==> run_1/cell_classes.png <==
Drawn at 6 px/um.
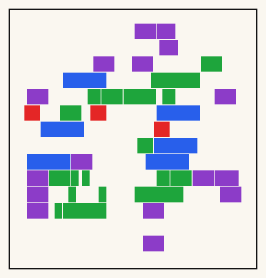
==> run_1/met3.png <==
Drawn at 8 px/um.
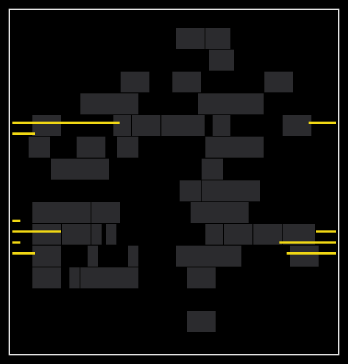
==> run_1/port_nets.png <==
Drawn at 12 px/um.
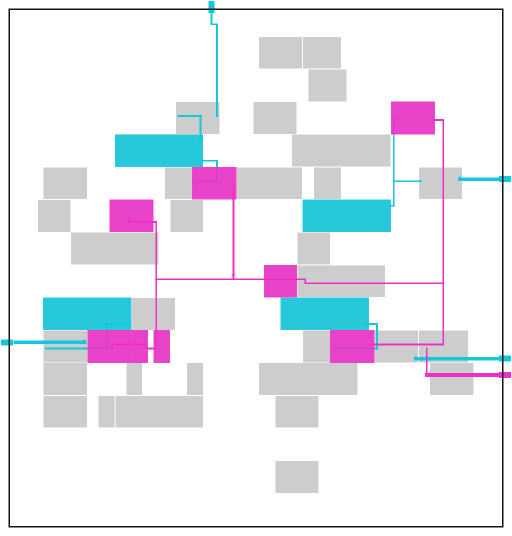
==> run_1/clock_map.png <==
Drawn at 12 px/um.
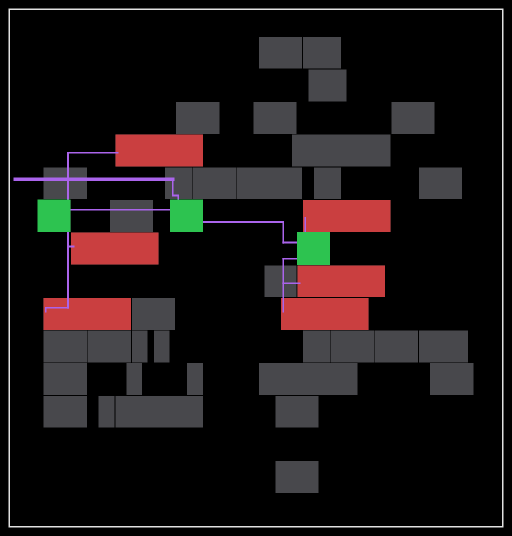
[config.mk]
export PLATFORM = sky130hd
export DESIGN_NAME = param_half_adder
export DESIGN_NICKNAME = d
export VERILOG_FILES = /design/src/rtl/adder_pkg.sv /design/src/rtl/fa_cell.sv /design/src/rtl/param_half_adder.sv
export SDC_FILE = /design/constraint.sdc
export NUM_CORES = 1
export LEC_CHECK = 0
export CORE_AREA = 2 2 39 41
export DETAILED_ROUTE_END_ITERATION = 7
export DIE_AREA = 0 0 41 43
export GPL_ROUTABILITY_DRIVEN = 0
export GPL_TIMING_DRIVEN = 0
export PLACE_DENSITY_LB_ADDON = 0.12
export SLEW_MARGIN = 20
export SYNTH_ARGS = -nofsm -noshare
export SYNTH_HDL_FRONTEND = slang
export SYNTH_SLANG_ARGS = --single-unit
[constraint.sdc]
create_clock -name clk -period 2 [get_ports clk]
set_input_delay 0.4 -clock clk [delete_from_list [all_inputs] [get_ports clk]]
set_output_delay 0.4 -clock clk [all_outputs]
set_load 0.03 [all_outputs]
[src/rtl/adder_pkg.sv]
// Shared constants and result types for the registered adder family.
package adder_pkg;
  localparam int DEFAULT_ADDER_WIDTH = 4;

  // Result layout at the default width: the carry is the MSB, so {carry, sum} == a + b.
  typedef struct packed {
    logic                           carry;
    logic [DEFAULT_ADDER_WIDTH-1:0] sum;
  } adder_res_t;
endpackage

[src/rtl/fa_cell.sv]
// One-bit full adder: a single link of the ripple-carry chain.
module fa_cell (
  input  logic x,
  input  logic y,
  input  logic ci,
  output logic s,
  output logic co
);
  logic p;

  assign p  = x ^ y;
  assign s  = p ^ ci;
  assign co = (x & y) | (ci & p);
endmodule

[src/rtl/param_half_adder.sv]
// Registered unsigned a + b with carry-out and a one-cycle valid qualifier.
module param_half_adder
  import adder_pkg::*;
#(
  parameter int WIDTH = DEFAULT_ADDER_WIDTH
) (
  input  logic             clk,
  input  logic             rst_n,
  input  logic             in_valid,
  input  logic [WIDTH-1:0] a,
  input  logic [WIDTH-1:0] b,
  output logic [WIDTH-1:0] sum,
  output logic             carry,
  output logic             out_valid
);
  typedef struct packed {
    logic             carry;
    logic [WIDTH-1:0] sum;
  } res_t;

  logic [WIDTH:0]   c;
  logic [WIDTH-1:0] s;
  res_t             nxt, res_q;
  logic [0:0]       vld_pipe;

  // No carry-in: the chain starts from a constant zero.
  assign c[0] = 1'b0;

  for (genvar i = 0; i < WIDTH; i++) begin : g_chain
    fa_cell u_fa (
      .x  (a[i]),
      .y  (b[i]),
      .ci (c[i]),
      .s  (s[i]),
      .co (c[i+1])
    );
  end

  assign nxt = '{carry: c[WIDTH], sum: s};

  // Result holds when not qualified; reset wins over in_valid.
  always_ff @(posedge clk) begin
    if (!rst_n) begin
      res_q    <= '0;
      vld_pipe <= '0;
    end else begin
      if (in_valid) res_q <= nxt;
      vld_pipe[0] <= in_valid;
    end
  end

  assign sum       = res_q.sum;
  assign carry     = res_q.carry;
  assign out_valid = vld_pipe[0];
endmodule

==> deck_impl_summary.md, run 1 <==
Physical Implementation Snapshot

Status
  • Status: completed

Yosys
  • Cell area leaders: dfxtp_1, fa_1, mux2i_1, o211a_1, nor2b_1
  • Synthesis area per yosys: 299 um^2
  • Post-Syn Area: 299 um^2
  • Top cell area share: 40.2%
  • Yosys Warn Count: 0
  • Synth flops: 6
  • Top logic family: adder cells
  • Ys async rst share: 0%
  • Synth Area in Simple Gates: 11.3%
  • Leading area contributor after synthesis: dfxtp_1
  • Yosys cell count: 25
  • Yosys adder share: 24.3%
  • Floorplan Nets: 40
  • AO/OA Area Share: 6.69%

STA
  • Fmax: 523 MHz
  • Least-Margin Pin Slew: 0.315 ns
  • Period utilization: 95.7%
  • Count of final setup violators: 0
  • Hold Vio Cnt, Final: 0
  • Fin Hold WS: 0.437 ns
  • Final tally of max-slew violations: 0
  • Final min period: 1.91 ns
  • RSZ-0062 raised after global routing: false
  • Slew HR: 79.0%

Setup path
  • Worst Setup End Kind: flop
  • Critical path launch point: b[0]
  • Critical Path RT: 2.18 ns
  • Top cell by count, worst path: fa_2
  • Flop2flop setup slack: 1.38 ns
  • FF-to-FF End: sum[3]
  • Max FO, Critical Path: 1
  • Critical path, cell by cell: clkdlybuf4s15_1 -> ha_2 -> fa_2 -> fa_2 -> inv_2 -> fa_1 -> nand2_1 -> o211a_1
  • Top cell family by delay on the critical path: adder cells
  • Slowest CP cell: fa_1

CTS
  • Cts-stage hold buffer count: 0
  • Inserted Clock Buffers: 3
  • # Post-CTS Setup Buffers: 0
  • Clock transition at path regs: 0.04 ns
  • Clock root cell: clkbuf_4
  • H-tree depth: 1

Global routing
  • Vias in the first global route: 210
  • Met2 global-route usage: 9.69%
  • Layer with the highest usage: met2
  • First-pass GRT wire length: 772 um
  • Initial antenna violation count: 0
  • Overall Global Routing Usage: 7.27%
  • Met1 usage: 7.52%

Power
  • Switching power: 0.0000851 W
  • Combinational power: 0.0000929 W
  • Max VDD drop: 0.343 mV
  • Switch share: 25.6%
  • Lkg Pwr: 0.223 nW
  • Power Density: 668 nW/um^2
  • Sequential power share: 40.6%
  • Top power group: sequential cells
  • Total power: 0.000332 W
  • Seq pwr: 0.000135 W

Cells and area
  • Antenna cells: 0
  • Flop count: 6
  • NonClk Buf Share: 32.0%
  • Inverters: 3
  • Nets@finish: 60
  • Flip-flop count of the largest register after layout: 4
  • Logic Gate Count: 15
  • Non-clock buffer count: 16
  • Logic area: 164 um^2
  • Area growth syn-to-layout: 66.1%
  • Sequential cell area: 120 um^2
  • Final clock-cell share: 4.53%

Place
  • Placed Area: 472 um^2
  • Placed cells: 56

Route
  • Top layer in use: met3
  • DRC: 0
  • Initial DRC count: 0
  • Number of vias per cell: 3.85
  • Routed length on met2: 273 um
  • TritonRoute pass-1 iters: 1

Run
  • Total tool warning count: 26
  • Maxcap violations: 0

Worst hold path
  • Worst min path class: primary input to flop
  • Hold Path Stages: 2
  • WHS Endpoint: sum[3]

Floorplan
  • Vert. Die Dim: 43 um
  • Chip footprint: 1760 um^2
  • Die width: 41 um
  • Tapcells: 16
## Picture notes: cell_classes.png
Key: purple = other buffers and delay cells [cells 16]; green = all other logic [cells 18]; blue = flip-flops [cells 6]; red = cells driving clock nets [cells 3]
Seq area share: 24.2%
Layout Utilization: 35.9%
row cnt: 14
fin area: 497 um^2

## Picture notes: met3.png
The wires run mostly horizontal. The layer carries 43.3 um of wire. The layer holds 8.3% of the routed length. 10 nets have wire on it. The longest straight run is 13.1 um.
DR vias: 227
met3 Use GR: 7.85%
Routed Wire Length: 524 um

## Picture notes: port_nets.png
Key: magenta = in_valid [bits 1, direction input, edge right, end cells 8, buffers 1, wire 83.3 um]; cyan = sum [bits 4, direction output, edge 2 right, 1 top, 1 left, end cells 4, buffers 4, wire 59.8 um]
port bufs: 15
I/O pin count: 17

## Picture notes: clock_map.png
Key: purple = clock wires [length 71.1 um]; red = flip-flops [count 6]; green = cells driving clock nets [count 3]
There are 4 routed clock nets.
Latency at later pin: 0.23 ns
worst clock skew: 0 ns
Clk power: 0.000104 W

==> inputs of run 2 (changes only) <==
RECOVER_POWER = 50   (was unset)
SYNTH_HIERARCHICAL = 1   (was unset)
==> run 2 against run 1 <==
The run now ends with negative setup slack left. Utilization up 0.27 points. Clock-buffer cell count unchanged. Combinational power up 9%. Non-clock buffer count unchanged. Via count down 3.5%. Critical path depth down 1. Worst hold slack worse by 0.0064 ns. Cell area up 0.76%. Largest cell class unchanged.
==> deck_impl_summary.md, run 2 <==
Physical Implementation Snapshot

Floorplan
  • Die width: 41 um (unchanged)
  • Fp util: 22.0% (was 21.6%)
  • Row cnt: 14 (unchanged)
  • I/O pin count: 17 (unchanged)
  • Chip footprint: 1760 um^2 (unchanged)
  • Vert. Die Dim: 43 um (unchanged)
  • Tapcells: 16 (unchanged)

Cells and area
  • Most frequent logic cell in the layout: clkdlybuf4s50_1 (unchanged)
  • Sequential cell area: 120 um^2 (unchanged)
  • Area growth syn-to-layout: 64.6% (was 66.1%)
  • Non-clock buffer count: 16 (unchanged)
  • Final clock-cell share: 4.50% (was 4.53%)
  • Most frequent cells in the layout: clkdlybuf4s50_1, dfxtp_1, mux2i_1, nor2b_1, fa_2 (was clkdlybuf4s50_1, dfxtp_1, mux2i_1, nor2b_1, clkbuf_4)
  • Antenna cells: 0 (unchanged)
  • Inverters: 0 (was 3)
  • Cell Count, Final, Fillers Out: 57 (was 59)
  • Flop count: 6 (unchanged)
  • Logic area: 183 um^2 (was 164 um^2)
  • Fin area: 500 um^2 (was 497 um^2)
  • Leading cell kind: logic gates (unchanged)
  • Logic Gate Count: 16 (was 15)
  • NonClk Buf Share: 31.0% (was 32.0%)
  • Fill count: 146 (was 149)
  • Seq area share: 24.0% (was 24.2%)
  • Nets@finish: 58 (was 60)
  • Layout Utilization: 36.2% (was 35.9%)
  • Flip-flop count of the largest register after layout: 4 (unchanged)
  • Share of cells above drive strength 1: 26.8% (was 20.9%)
  • # clk buffers: 3 (unchanged)

STA
  • Fmax: 482 MHz (was 523 MHz)
  • Final min period: 2.07 ns (was 1.91 ns)
  • Hold Vio Cnt, Final: 0 (unchanged)
  • Worst Setup Slack, final: -0.0727 ns (was 0.0864 ns)
  • Count of final setup violators: 1 (was 0)
  • Period utilization: 104% (was 95.7%)
  • Setup TNS: -0.0727 ns (was 0 ns)
  • Worst clock skew: 0 ns (unchanged)
  • Final tally of max-slew violations: 0 (unchanged)
  • RSZ-0062 raised after global routing: true (was false)
  • Fin Hold WS: 0.431 ns (was 0.437 ns)

Yosys
  • Post-Syn Area: 304 um^2 (was 299 um^2)
  • Top cell area share: 39.5% (was 40.2%)
  • Number of enable flip-flop cells: 0 (unchanged)
  • Unique cell types: 7 (was 10)
  • Leading area contributor after synthesis: dfxtp_1 (unchanged)
  • Floorplan Nets: 38 (was 40)
  • Synthesis area per yosys: 304 um^2 (was 299 um^2)
  • Synth flops: 6 (unchanged)
  • Ys async rst share: 0% (unchanged)
  • Yosys adder share: 26.3% (was 24.3%)
  • Mean Syn Cell Area: 13.2 um^2 (was 12.0 um^2)
  • MUX area fraction: 16.5% (was 10.0%)
  • Main flop type: dfxtp_1 (unchanged)
  • Yosys cell count: 23 (was 25)
  • Cell area leaders: dfxtp_1, fa_1, mux2i_1, nor2b_1, buf_6 (was dfxtp_1, fa_1, mux2i_1, o211a_1, nor2b_1)
  • Synth top cells by count: dfxtp_1, mux2i_1, nor2b_1 (was dfxtp_1, fa_1, inv_1, mux2i_1, nor2b_1)
  • Synth Area in Simple Gates: 12.8% (was 11.3%)
  • Synth top cell by count: dfxtp_1 (unchanged)
  • Register share after synthesis: 39.5% (was 40.2%)
  • Top logic family: adder cells (unchanged)
  • AO/OA Area Share: 0% (was 6.69%)
  • XORs/XNORs by Area: 0% (unchanged)
  • Post-Synthesis Cells: 23 (was 25)
  • Yosys Warn Count: 6 (was 0)

Place
  • Placed Area: 482 um^2 (was 472 um^2)
  • Port bufs: 15 (unchanged)
  • Placement Setup Slack: -0.722 ns (was -0.485 ns)
  • DP HPWL: 480 um
  • Placed cells: 54 (was 56)

Setup path
  • Critical path class: primary input to flop (unchanged)
  • FF-to-FF End: sum[0] (was sum[3])
  • Max FO, Critical Path: 1 (unchanged)
  • Buf/Inv on CP: 1 (was 2)
  • R2R Path Start: sum[0] (was sum[3])
  • Crit path depth: 7 (was 8)
  • Worst setup SP type: primary input (unchanged)
  • Worst Setup End Kind: flop (unchanged)
  • Top cell by count, worst path: fa_2 (unchanged)
  • Critical path, cell by cell: buf_6 -> fa_2 -> fa_2 -> fa_2 -> fa_2 -> mux2i_1 -> nor2b_1 (was clkdlybuf4s15_1 -> ha_2 -> fa_2 -> fa_2 -> inv_2 -> fa_1 -> nand2_1 -> o211a_1)
  • Critical Path RT: 2.18 ns (about the same)
  • Critical path launch point: a[0] (was b[0])
  • Top cell family by delay on the critical path: adder cells (unchanged)
  • Slowest CP cell: fa_2 (was fa_1)
  • Flop2flop setup slack: 1.40 ns (was 1.38 ns)
  • Crit path to: sum[3] (unchanged)
  • Slowest stage delay, CP: 0.54 ns (was 0.41 ns)

Route
  • WL/cell: 10.0 um (was 8.88 um)
  • TritonRoute pass-1 iters: 2 (was 1)
  • Top layer in use: met3 (unchanged)
  • DRC: 0 (unchanged)
  • DR vias: 219 (was 227)
  • Met3 WL: 49 um (was 43 um)
  • Initial DRC count: 2 (was 0)
  • Routed length on met2: 317 um (was 273 um)
  • Met1 WL: 202 um (was 207 um)
  • Number of vias per cell: 3.84 (was 3.85)
  • Routed Wire Length: 570 um (was 524 um)

CTS
  • Inserted Clock Buffers: 3 (unchanged)
  • Clock Path Buffers: 2 (unchanged)
  • CTS tree: yes (unchanged)
  • Clock sink count: 6 (unchanged)
  • # Post-CTS Setup Buffers: 0 (unchanged)
  • Resize count post-CTS: 12 (was 9)
  • Cts-stage hold buffer count: 0 (unchanged)
  • Clock transition at path regs: 0.04 ns (about the same)
  • Clock root cell: clkbuf_4 (unchanged)
  • H-tree depth: 1 (unchanged)

Run
  • Maxcap violations: 0 (unchanged)
  • Total tool warning count: 29 (was 26)

Power
  • Sequential power share: 39.0% (was 40.6%)
  • Logic pwr share: 29.0% (was 28.0%)
  • Switching power: 0.0000969 W (was 0.0000851 W)
  • Total power: 0.000348 W (was 0.000332 W)
  • Power Density: 696 nW/um^2 (was 668 nW/um^2)
  • Combinational power: 0.000101 W (was 0.0000929 W)
  • Top power group: sequential cells (unchanged)
  • Switch share: 27.8% (was 25.6%)
  • Power Internal: 0.000251 W (was 0.000247 W)
  • Max VDD drop: 0.254 mV (was 0.343 mV)
  • Lkg Pwr: 0.206 nW (was 0.223 nW)
  • Seq pwr: 0.000136 W (was 0.000135 W)

Worst hold path
  • Hold Startpoint: in_valid (unchanged)
  • Worst min path class: primary input to flop (unchanged)
  • WHS Endpoint: out_valid (was sum[3])
  • Hold Path Stages: 2 (unchanged)

Global routing
  • Initial antenna violation count: 0 (unchanged)
  • Met2 global-route usage: 14.1% (was 9.69%)
  • Met3 Use GR: 3.14% (was 7.85%)
  • Vias in the first global route: 233 (was 210)
  • Met1 usage: 9.90% (was 7.52%)
  • First-pass GRT wire length: 1020 um (was 772 um)
  • Maximum number of pins on one net before global-route repair: 7 (was 9)
  • Overall Global Routing Usage: 9.41% (was 7.27%)
  • Layer with the highest usage: met2 (unchanged)

Status
  • Status: finished, violations left (was completed)
  • Failing checks: negative setup slack
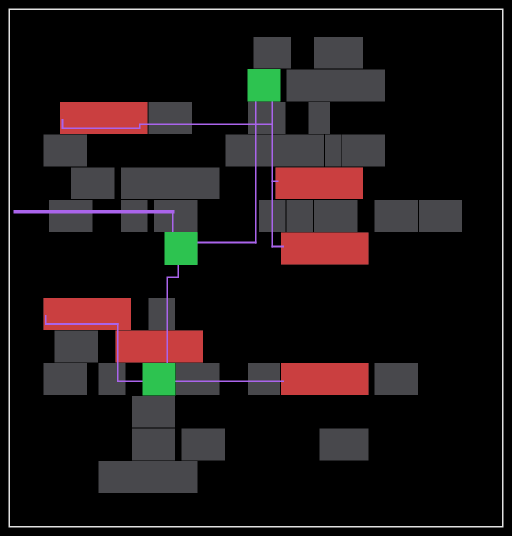
(run_2/clock_map.png)
Drawn at 12 px/um.
Key: green = cells driving clock nets [count 3]; purple = clock wires [length 103 um]; red = flip-flops [count 6]
There are 4 routed clock nets.
Clk power: 0.000111 W
clock network fraction of design power: 32.0%
Latency at later pin: 0.24 ns

Power and IR drop assume default switching activity.
